===== src/rtl/ls_align_unit.sv =====
// Load/store alignment engine: sub-word extract/extend on loads, read-modify-write on sub-word stores.
// Latency: error 1 cycle, full store 2, load MEM_LAT+2, sub-word store MEM_LAT+3 (accept cycle = 0).
// Backpressure: none; req is sampled only when idle and ignored while busy (no queueing).
module ls_align_unit #(
    parameter int DATA_W  = 32,
    parameter int ADDR_W  = 32,
    parameter int MEM_LAT = 1
) (
    input  logic              clock,
    input  logic              reset,
    input  logic              req,
    input  logic              we,
    input  logic [1:0]        size,
    input  logic              sign_ext,
    input  logic [ADDR_W-1:0] addr,
    input  logic [DATA_W-1:0] wdata,
    output logic              busy,
    output logic              done,
    output logic              err,
    output logic [DATA_W-1:0] rdata,
    output logic [ADDR_W-1:0] mem_addr,
    output logic              mem_rd,
    output logic              mem_wr,
    output logic [DATA_W-1:0] mem_wdata,
    input  logic [DATA_W-1:0] mem_rdata
);

    localparam int LB    = $clog2(DATA_W / 8);
    localparam int CNT_W = $clog2(MEM_LAT + 1);

    localparam logic [2:0] S_IDLE = 3'd0;
    localparam logic [2:0] S_RD   = 3'd1;
    localparam logic [2:0] S_WAIT = 3'd2;
    localparam logic [2:0] S_WR   = 3'd3;
    localparam logic [2:0] S_DONE = 3'd4;

    logic [2:0]       state;
    logic [CNT_W-1:0] cnt;
    logic             we_q;
    logic [1:0]       size_q;
    logic             sign_q;
    logic [LB-1:0]    lane_q;
    logic             err_q;

    logic [LB-1:0]    lane_in;
    logic             bad_req;
    logic [LB+2:0]    shamt;
    logic [DATA_W-1:0] rd_shift;
    logic [DATA_W-1:0] ext;
    logic [DATA_W-1:0] lane_mask;
    logic [DATA_W-1:0] ins;
    logic [DATA_W-1:0] merged;

    // Strobes and status decode straight from state so reset drops them asynchronously
    assign busy   = (state != S_IDLE);
    assign done   = (state == S_DONE);
    assign err    = (state == S_DONE) & err_q;
    assign mem_rd = (state == S_RD);
    assign mem_wr = (state == S_WR);

    assign lane_in = addr[LB-1:0];
    assign shamt   = {lane_q, 3'b000};

    // Classify the incoming request: reserved size, odd half address, or full access off a word boundary
    always_comb begin
        bad_req = 1'b0;
        case (size)
            2'b01:   bad_req = addr[0];
            2'b10:   bad_req = |lane_in;
            2'b11:   bad_req = 1'b1;
            default: bad_req = 1'b0;
        endcase
    end

    // Load path: bring addressed lane(s) down to bit 0, then sign- or zero-extend
    always_comb begin
        rd_shift = mem_rdata >> shamt;
        ext      = rd_shift;
        case (size_q)
            2'b00: begin
                ext      = {DATA_W{sign_q & rd_shift[7]}};
                ext[7:0] = rd_shift[7:0];
            end
            2'b01: begin
                ext       = {DATA_W{sign_q & rd_shift[15]}};
                ext[15:0] = rd_shift[15:0];
            end
            default: ext = rd_shift;
        endcase
    end

    // Store path: splice the store byte/half into the fetched word; mem_wdata still holds wdata here
    always_comb begin
        lane_mask = (size_q == 2'b00) ? DATA_W'(8'hFF) : DATA_W'(16'hFFFF);
        lane_mask = lane_mask << shamt;
        ins       = (size_q == 2'b00) ? DATA_W'(mem_wdata[7:0]) : DATA_W'(mem_wdata[15:0]);
        ins       = ins << shamt;
        merged    = (mem_rdata & ~lane_mask) | (ins & lane_mask);
    end

    // Control FSM with request latch, latency counter and result registers
    always_ff @(posedge clock or negedge reset) begin
        if (!reset) begin
            state     <= S_IDLE;
            cnt       <= '0;
            we_q      <= 1'b0;
            size_q    <= 2'b00;
            sign_q    <= 1'b0;
            lane_q    <= '0;
            err_q     <= 1'b0;
            rdata     <= '0;
            mem_addr  <= '0;
            mem_wdata <= '0;
        end else begin
            case (state)
                S_IDLE: begin
                    if (req) begin
                        we_q      <= we;
                        size_q    <= size;
                        sign_q    <= sign_ext;
                        lane_q    <= lane_in;
                        err_q     <= bad_req;
                        mem_addr  <= addr & ~ADDR_W'((1 << LB) - 1);
                        mem_wdata <= wdata;
                        if (bad_req)
                            state <= S_DONE;
                        else if (we && size == 2'b10)
                            state <= S_WR;
                        else
                            state <= S_RD;
                    end
                end
                S_RD: begin
                    cnt   <= CNT_W'(1);
                    state <= S_WAIT;
                end
                S_WAIT: begin
                    if (cnt == CNT_W'(MEM_LAT)) begin
                        cnt <= '0;
                        if (we_q) begin
                            mem_wdata <= merged;
                            state     <= S_WR;
                        end else begin
                            rdata <= ext;
                            state <= S_DONE;
                        end
                    end else begin
                        cnt <= cnt + CNT_W'(1);
                    end
                end
                S_WR:    state <= S_DONE;
                S_DONE:  state <= S_IDLE;
                default: state <= S_IDLE;
            endcase
        end
    end

endmodule


===== config.mk =====
export PLATFORM = sky130hd
export DESIGN_NAME = ls_align_unit
export DESIGN_NICKNAME = d
export VERILOG_FILES = /design/src/rtl/ls_align_unit.sv
export SDC_FILE = /design/constraint.sdc
export NUM_CORES = 1
export LEC_CHECK = 0
export CORE_MARGIN = 2
export CORE_UTILIZATION = 40
export CTS_BUF_LIST = sky130_fd_sc_hd__clkbuf_4 sky130_fd_sc_hd__clkbuf_8
export DETAILED_ROUTE_END_ITERATION = 6
export GPL_TIMING_DRIVEN = 0
export HOLD_SLACK_MARGIN = 0.15
export MAX_ROUTING_LAYER = met4
export PLACE_DENSITY = 0.74
export SYNTH_ARGS = -nofsm -noshare
export SYNTH_HDL_FRONTEND = slang
export SYNTH_SLANG_ARGS = --single-unit

===== constraint.sdc =====
create_clock -name clock -period 1.6 [get_ports clock]
set_input_delay 0.16 -clock clock [delete_from_list [all_inputs] [get_ports clock]]
set_output_delay 0.16 -clock clock [all_outputs]
set_load 0.02 [all_outputs]

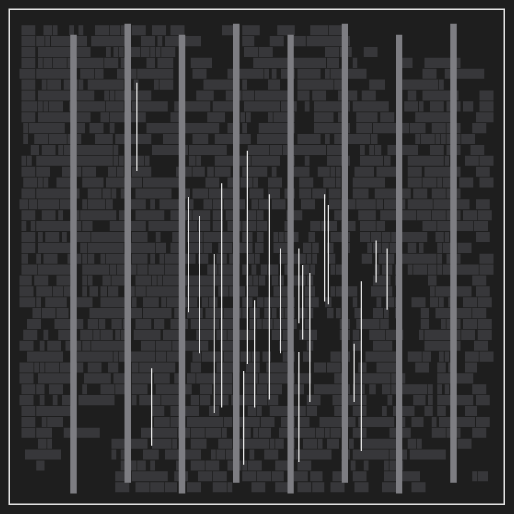
run_1/met4.png
Scale: 4 px per um. Supply wires on this layer in gray. Cells faint in the background.
longest straight run: 55.8 um
share of all routed wire: 2.8%
wire length on this layer: 607 um

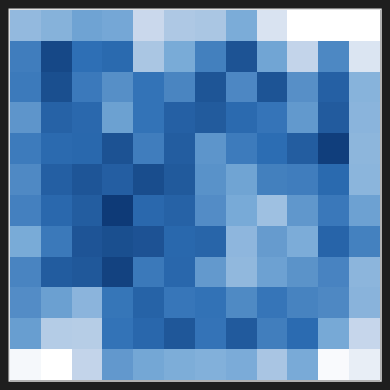
run_1/density.png
Scale: 3 px per um. 12 x 12 tiles, from white (low) to dark blue (high), 0 to 100% covered.
tiles over 75% full: 32%
emptiest ninth of the die: north-east
densest ninth of the die: west
fullest tile: 96%
nearly empty tiles: 2.8%
mean over tiles: 61%
area of the core: 0.0139 mm^2
Util after Layout: 0.686
FP Util: 0.411

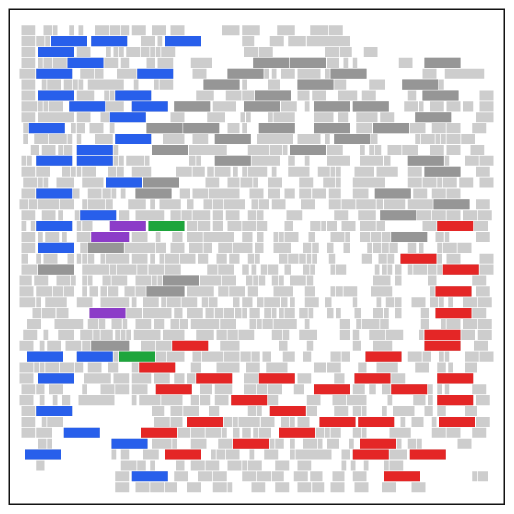
run_1/registers.png
Scale: 4 px per um. Other sequential cells in the stronger gray, the rest of the logic in the fainter gray.
| signal | color | sequential cells |
|---|---|---|
| mem_wdata | red | 32 |
| mem_addr | blue | 30 |
| lane_q | green | 2 |
| state | purple | 3 |
not colored: 38
sequential cell area: 0.00263 mm^2
Seq/total area: 0.276

==> reports/metrics.cfg, run 1 <==
[timing]
fin_setup_tns_ps=-2020
fin_hold_ws_ps=260
final-max-slew-violation-count=0
fin_ws_ps=-132
setup_viol_count_final=47

[grt]
grtUsageMet2=0.427
grt_max_degree=69
met1_usage=0.367
grt_usage=0.281

[yosys]
ys_ff=105
yosysWarnings=0
topCellsByArea=dfrtp_1, nand2_1, nor2_1, mux2i_1, a31oi_1
synth_area_mm2=0.00570
ys_types=49

[status]
violations=negative setup slack
outcome=finished, violations left

[setup_path]
path_max_fanout=8
critPathArrivalTime_ps=2030

[clock_network]
cts_tree=done
cts_buffer_depth=2
cts_made_buffers=9

[cells_and_area]
finalNetCount=1007
final_common_cell=clkdlybuf4s50_1
antenna_cells=0

[route]
via_per_inst=5.62
vias=6122

[placed_design]
globalplace.congestion=0.965
post-place-cells=1038

[hold_path]
hp-class=input pin to asynchronous set/reset pin

[floorplan]
die.size.y_um=123

## run 1: per-layer routing
| metal | vias up | part of all wire | wire [um] |
|---|---|---|---|
| met5 | - | 0 | 0 |
| met4 | 0 | 0.028 | 606 |
| met3 | 45 | 0.085 | 1860 |
| met2 | 311 | 0.47 | 10300 |
| met1 | 2973 | 0.42 | 9130 |
| li1 | 2793 | - | - |
## run 1: cell families after synthesis
family                 synth area share
and+or+nand+nor                   0.223
AOI/OAI and AO/OA                 0.201
DFF                               0.461
buffers and inverters            0.0619
muxes                            0.0529
other                          0.000658
## run 1: timing repair
| action | in CTS | in global routing |
|---|---|---|
| setup buffers | 21 | 10 |
| pin swaps | 14 | 73 |
| endpoints found under the hold margin | 37 | 0 |
| hold buffers | 1 | 0 |
| gates resized | 137 | 191 |
| setup endpoints to repair | 124 | 116 |
| cloned | 1 | 7 |
## run 1: final cells by class
cell class                      count  area, um^2
Multi-Input combinational cell    484        3370
Clock buffer                        9         124
Inverter                            9        33.8
Timing Repair Buffer              242        2530
Tap cell                          180         225
Sequential cell                   105        2630
Fill cell                        1104        4360
Clock inverter                      7        83.8
Buffer                             53         523
## run 1: sequential cells by signal, indices dropped and copies added (netlist names)
name and flops:
state 3, sign_q 1, we_q 1, rdata 32, mem_wdata 32, size_q 2, lane_q 2, cnt 1
mem_addr 30, err_q 1
## run 1: critical path: stages (launching register included)
cell	delay [ps]
dfrtp_1	410
buf_6	140
nand2_8	50
or4_4	540
buf_8	190
o311ai_2	300
run_1/final_clocks.png
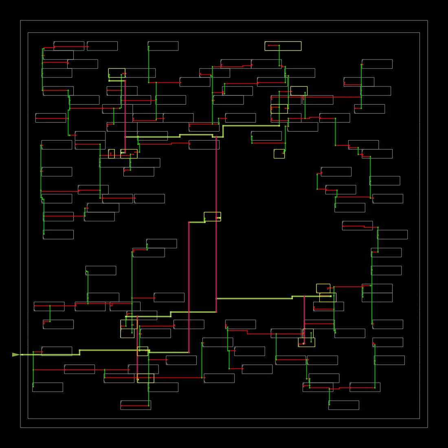

==> run 1 -> run 2 <==
clock period = 1.5 ns   (was 1.6 ns; I/O delays follow)
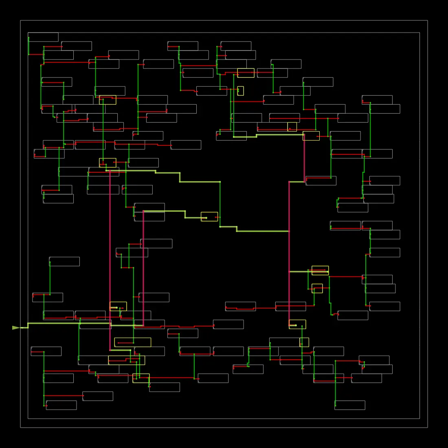
run_2/final_clocks.png
clk_lat worst skew: 410 ps
Clock Sinks: 105

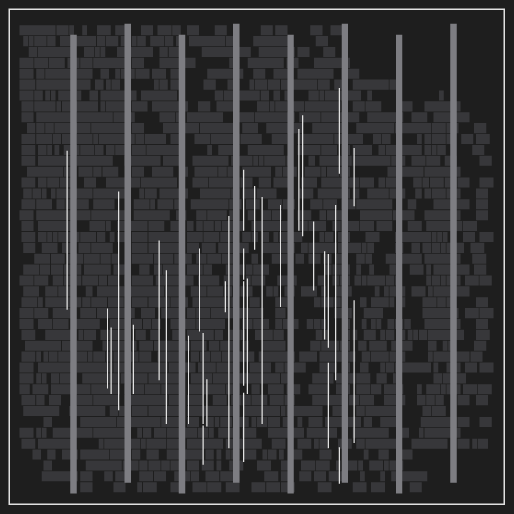
run_2/met4.png
Scale: 4 px per um. Supply wires on this layer in gray. Cells faint in the background.
wire length on this layer: 823 um
share of all routed wire: 3.5%
longest straight run: 57.8 um
nets with wire on the layer: 24
Final Routed Wirelength: 23500 um
Via Count: 6331

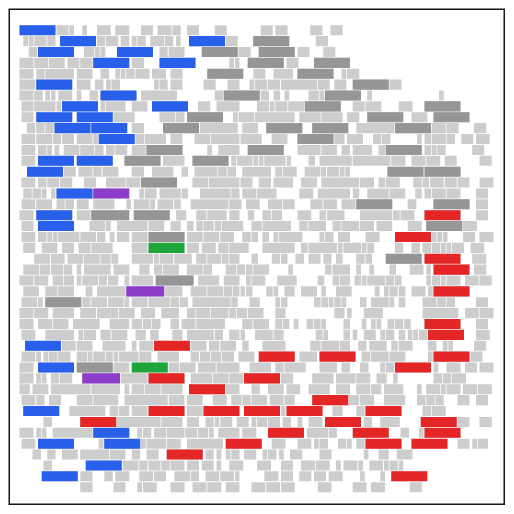
run_2/registers.png
Scale: 4 px per um. Other sequential cells in the stronger gray, the rest of the logic in the fainter gray.
| signal | color | sequential cells |
|---|---|---|
| mem_wdata | red | 32 |
| state | purple | 3 |
| lane_q | green | 2 |
| mem_addr | blue | 30 |
not colored: 38
Util after Layout: 0.730

==> reports/metrics.cfg, run 2 <==
[status]
outcome=finished, violations left
violations=negative setup slack

[timing]
fin_hold_ws_ps=262  ; +1.88 ps
final-max-slew-violation-count=0  ; unchanged
fin_ws_ps=-219  ; -87.1 ps
fin_setup_tns_ps=-14690  ; -12670 ps
setup_viol_count_final=108  ; +130%

[floorplan]
coreArea_mm2=0.0139  ; unchanged
die.size.y_um=123  ; unchanged
taps=180  ; unchanged

[clock_network]
cts_tree=done
cts_buffer_depth=2  ; unchanged

[cells_and_area]
comb_cells=485  ; +0.21%
dominant_cells=multi-input combinational cells
bufAreaShareNonClock=0.331  ; +0.00985
n_all_buffers=319  ; +8.1%
antenna_cells=0  ; unchanged
ff_latch_area_mm2=0.00263  ; about the same
comb-cell-share=0.363  ; +0.00886
n_clock_buffer=10  ; +1
sh_seq_area=0.260  ; -0.0163

[setup_path]
critPathArrivalTime_ps=1570  ; -460 ps
path_max_fanout=7  ; -1

[placed_design]
globalplace.congestion=0.956  ; -0.90%
post-place-cells=1038  ; unchanged

[grt]
grt_max_degree=56  ; -19%
grt_usage=0.307  ; +0.0262

[yosys]
synth_area_mm2=0.00570  ; unchanged
yosysWarnings=0  ; unchanged

[route]
via_per_inst=5.69  ; +1.2%

## run 2: stage by stage
step | area, um^2 | util | setup WS [ps]
floorplan | 5750 | - | -89.9
global placement | 7990 | 0.575 | -3830
detailed placement | 8010 | 0.577 | -515
CTS | 9500 | 0.684 | -187
global route | 10100 | 0.730 | -248
finish | 10100 | 0.730 | -219
## run 2: metal layers
layer	GRT usage	vias to the layer above	share of wire	routed length, um
li1	-	2848	-	-
met1	0.380	3056	0.39	9260
met2	0.492	354	0.48	11300
met3	0.0669	73	0.088	2070
met4	0.119	0	0.035	822
met5	-	-	0	0
## run 2: timing repair
item / in CTS / in global routing
cloned: 10 / 6
hold buffers: 1 / 0
resized: 352 / 152
endpoints found under the setup margin: 201 / 107
endpoints found under the hold margin: 54 / 0
pin swaps: 49 / 91
setup buffers: 41 / 12
## run 2: cells by family (layout without fill, tap and decap cells)
kind of cell    count (synthesis)  in the layout  share of synthesized area
other cells                     1              2                   0.000658
simple gates                  292            293                      0.223
compound gates                161            161                      0.201
flops                         105            105                      0.461
mux                            29             29                     0.0529
buf+inv                        67            343                     0.0619
## run 2: worst max-delay path, cell delays in order (launching register included)
cell and delay (ps):
dfrtp_2 480, buf_8 170, nor3_4 280, inv_1 90, buf_6 140
## run 2: how the worst max path moves through the flow
stage                            end  depth (start not counted)                 start
2_1_floorplan   rdata[4]$_DFFE_PN0P_                          4       cnt$_DFFE_PN0P_
4_1_cts                          err                          4  state[1]$_DFFE_PN0P_
5_1_grt                         busy                          4  state[1]$_DFFE_PN0P_
3_5_place_dp   rdata[22]$_DFFE_PN0P_                          6         mem_rdata[31]
6_report                        busy                          4  state[1]$_DFFE_PN0P_
3_3_place_gp   rdata[22]$_DFFE_PN0P_                          1                 reset
run_2/density.png
Scale: 3 px per um. 12 x 12 tiles, from white (low) to dark blue (high), 0 to 100% covered.
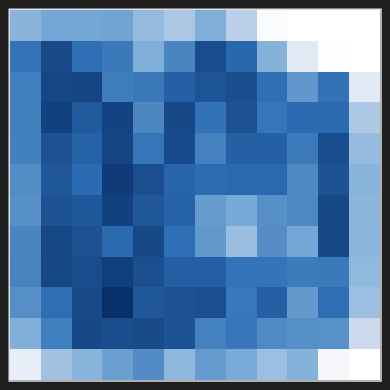

==> run 2 -> run 3 <==
--- a/constraint.sdc
+++ b/constraint.sdc
@@ -3,2 +3,2 @@
 set_output_delay 0.15 -clock clock [all_outputs]
-set_load 0.02 [all_outputs]
+set_load 0.1 [all_outputs]
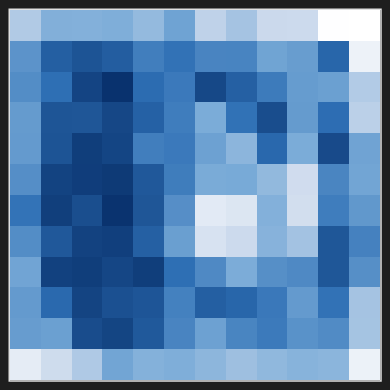
run_3/density.png
Scale: 3 px per um. 12 x 12 tiles, from white (low) to dark blue (high), 0 to 100% covered.
emptiest ninth of the die: north-east
mean over tiles: 62%
densest ninth of the die: west
fullest tile: 99%
tiles over 75% full: 33%

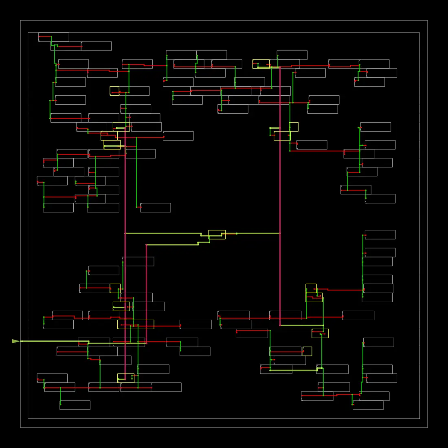
run_3/final_clocks.png
Clock Skews: 11.5 ps
number of buffers created by CTS: 9
# clk buffers: 11

==> reports/metrics.cfg, run 3 <==
[status]
outcome=finished, violations left
violations=negative setup slack

[yosys]
yosysWarnings=0  ; unchanged
synthAdderAreaFrac=0  ; unchanged
ys_sh_mux=0.0529  ; unchanged
xor_area_frac=0  ; unchanged
top_logic_kind=simple AND/OR/NAND/NOR gates

[clock_network]
cts_tree=done
cts_buffer_depth=2  ; unchanged

[route]
via_per_inst=5.73  ; +0.80%
wl_um=24000  ; +2.4%
vias=6422  ; +1.4%

[setup_path]
path_cells=buf_6 -> buf_12 -> nor3_4 -> buf_4 -> buf_6 -> nand2_8 -> clkbuf_16 -> nand2_2 -> nand2_1
critPathArrivalTime_ps=2090  ; +520 ps
critPathSlowestCell=dfrtp_1
crit_path_start=state[2]$_DFFE_PN0P_
path_max_fanout=6  ; -1

[timing]
final-max-slew-violation-count=0  ; unchanged
fin_ws_ps=-300  ; -80.9 ps
setup_viol_count_final=108  ; unchanged

[grt]
grt_max_degree=55  ; -1.8%

[cells_and_area]
finalInstanceArea_mm2=0.00963  ; -5.0%

[placed_design]
pre_cts_ws_ps=-721  ; -206 ps
postPlaceCellArea_mm2=0.00813  ; +1.5%

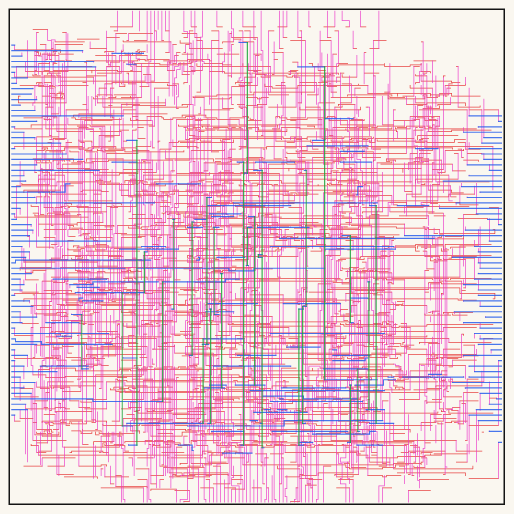
run_3/metal_stack.png
Scale: 4 px per um.
| layer | color | wire length |
|---|---|---|
| met1 | red | 9630 um |
| met4 | green | 894 um |
| met3 | blue | 1940 um |
| met2 | magenta | 11600 um |

-- run 3: logic make-up (layout without fill, tap and decap cells) --
logic type,count (synthesis),count (layout)
muxes,29,29
and+or+nand+nor,292,293
DFF,105,105
AOI/OAI and AO/OA,161,161
other,1,2
buffers and inverters,67,350
-- run 3: metal layers --
metal,up-vias,global-route usage,wire (um)
met1,3163,0.397,9630
met2,332,0.478,11600
met3,64,0.0517,1940
li1,2863,-,-
met5,-,-,0
met4,0,0.131,893
-- run 3: worst max-delay path: cells and delay by family (launching register included) --
family / cells / cell delay [ps]
buffers and inverters: 5 / 780
and+or+nand+nor: 4 / 460
DFF: 1 / 430
-- run 3: final cells by class --
cell class / instances / area, um^2
fill: 1055 / 4260
multi-input combinational: 485 / 3300
sequential: 105 / 2650
timing repair buffer: 271 / 2590
buffer: 54 / 618
tap: 180 / 225
clock buffer: 11 / 145
clock inverter: 5 / 62.6
inverter: 9 / 33.8
-- run 3: through the flow --
| stage | setup TNS, ps | hold slack (ps) |
|---|---|---|
| 6_report | -20400 | 264 |
| 5_1_grt | -24630 | 283 |
| 4_1_cts | -10340 | 259 |
| 3_5_place_dp | -59590 | 229 |
| 3_3_place_gp | -441120 | 457 |
| 2_1_floorplan | -5830 | -146 |
-- run 3: worst max path at each step --
stage | end
after floorplan | err
after global placement | mem_wdata[8]$_DFFE_PN0P_
after detailed placement | err
after CTS | err
after global routing | size_q[0]$_DFFE_PN0P_
final | size_q[0]$_DFFE_PN0P_
-- run 3: repair_timing --
item                                    in CTS  in global routing
gates cloned                                 7                  6
buffers inserted                            36                 20
hold endpoints to repair                    51                  0
gates resized                              518                185
hold buffers                                 1                  0
pin swaps                                   21                 71
endpoints found under the setup margin     202                165
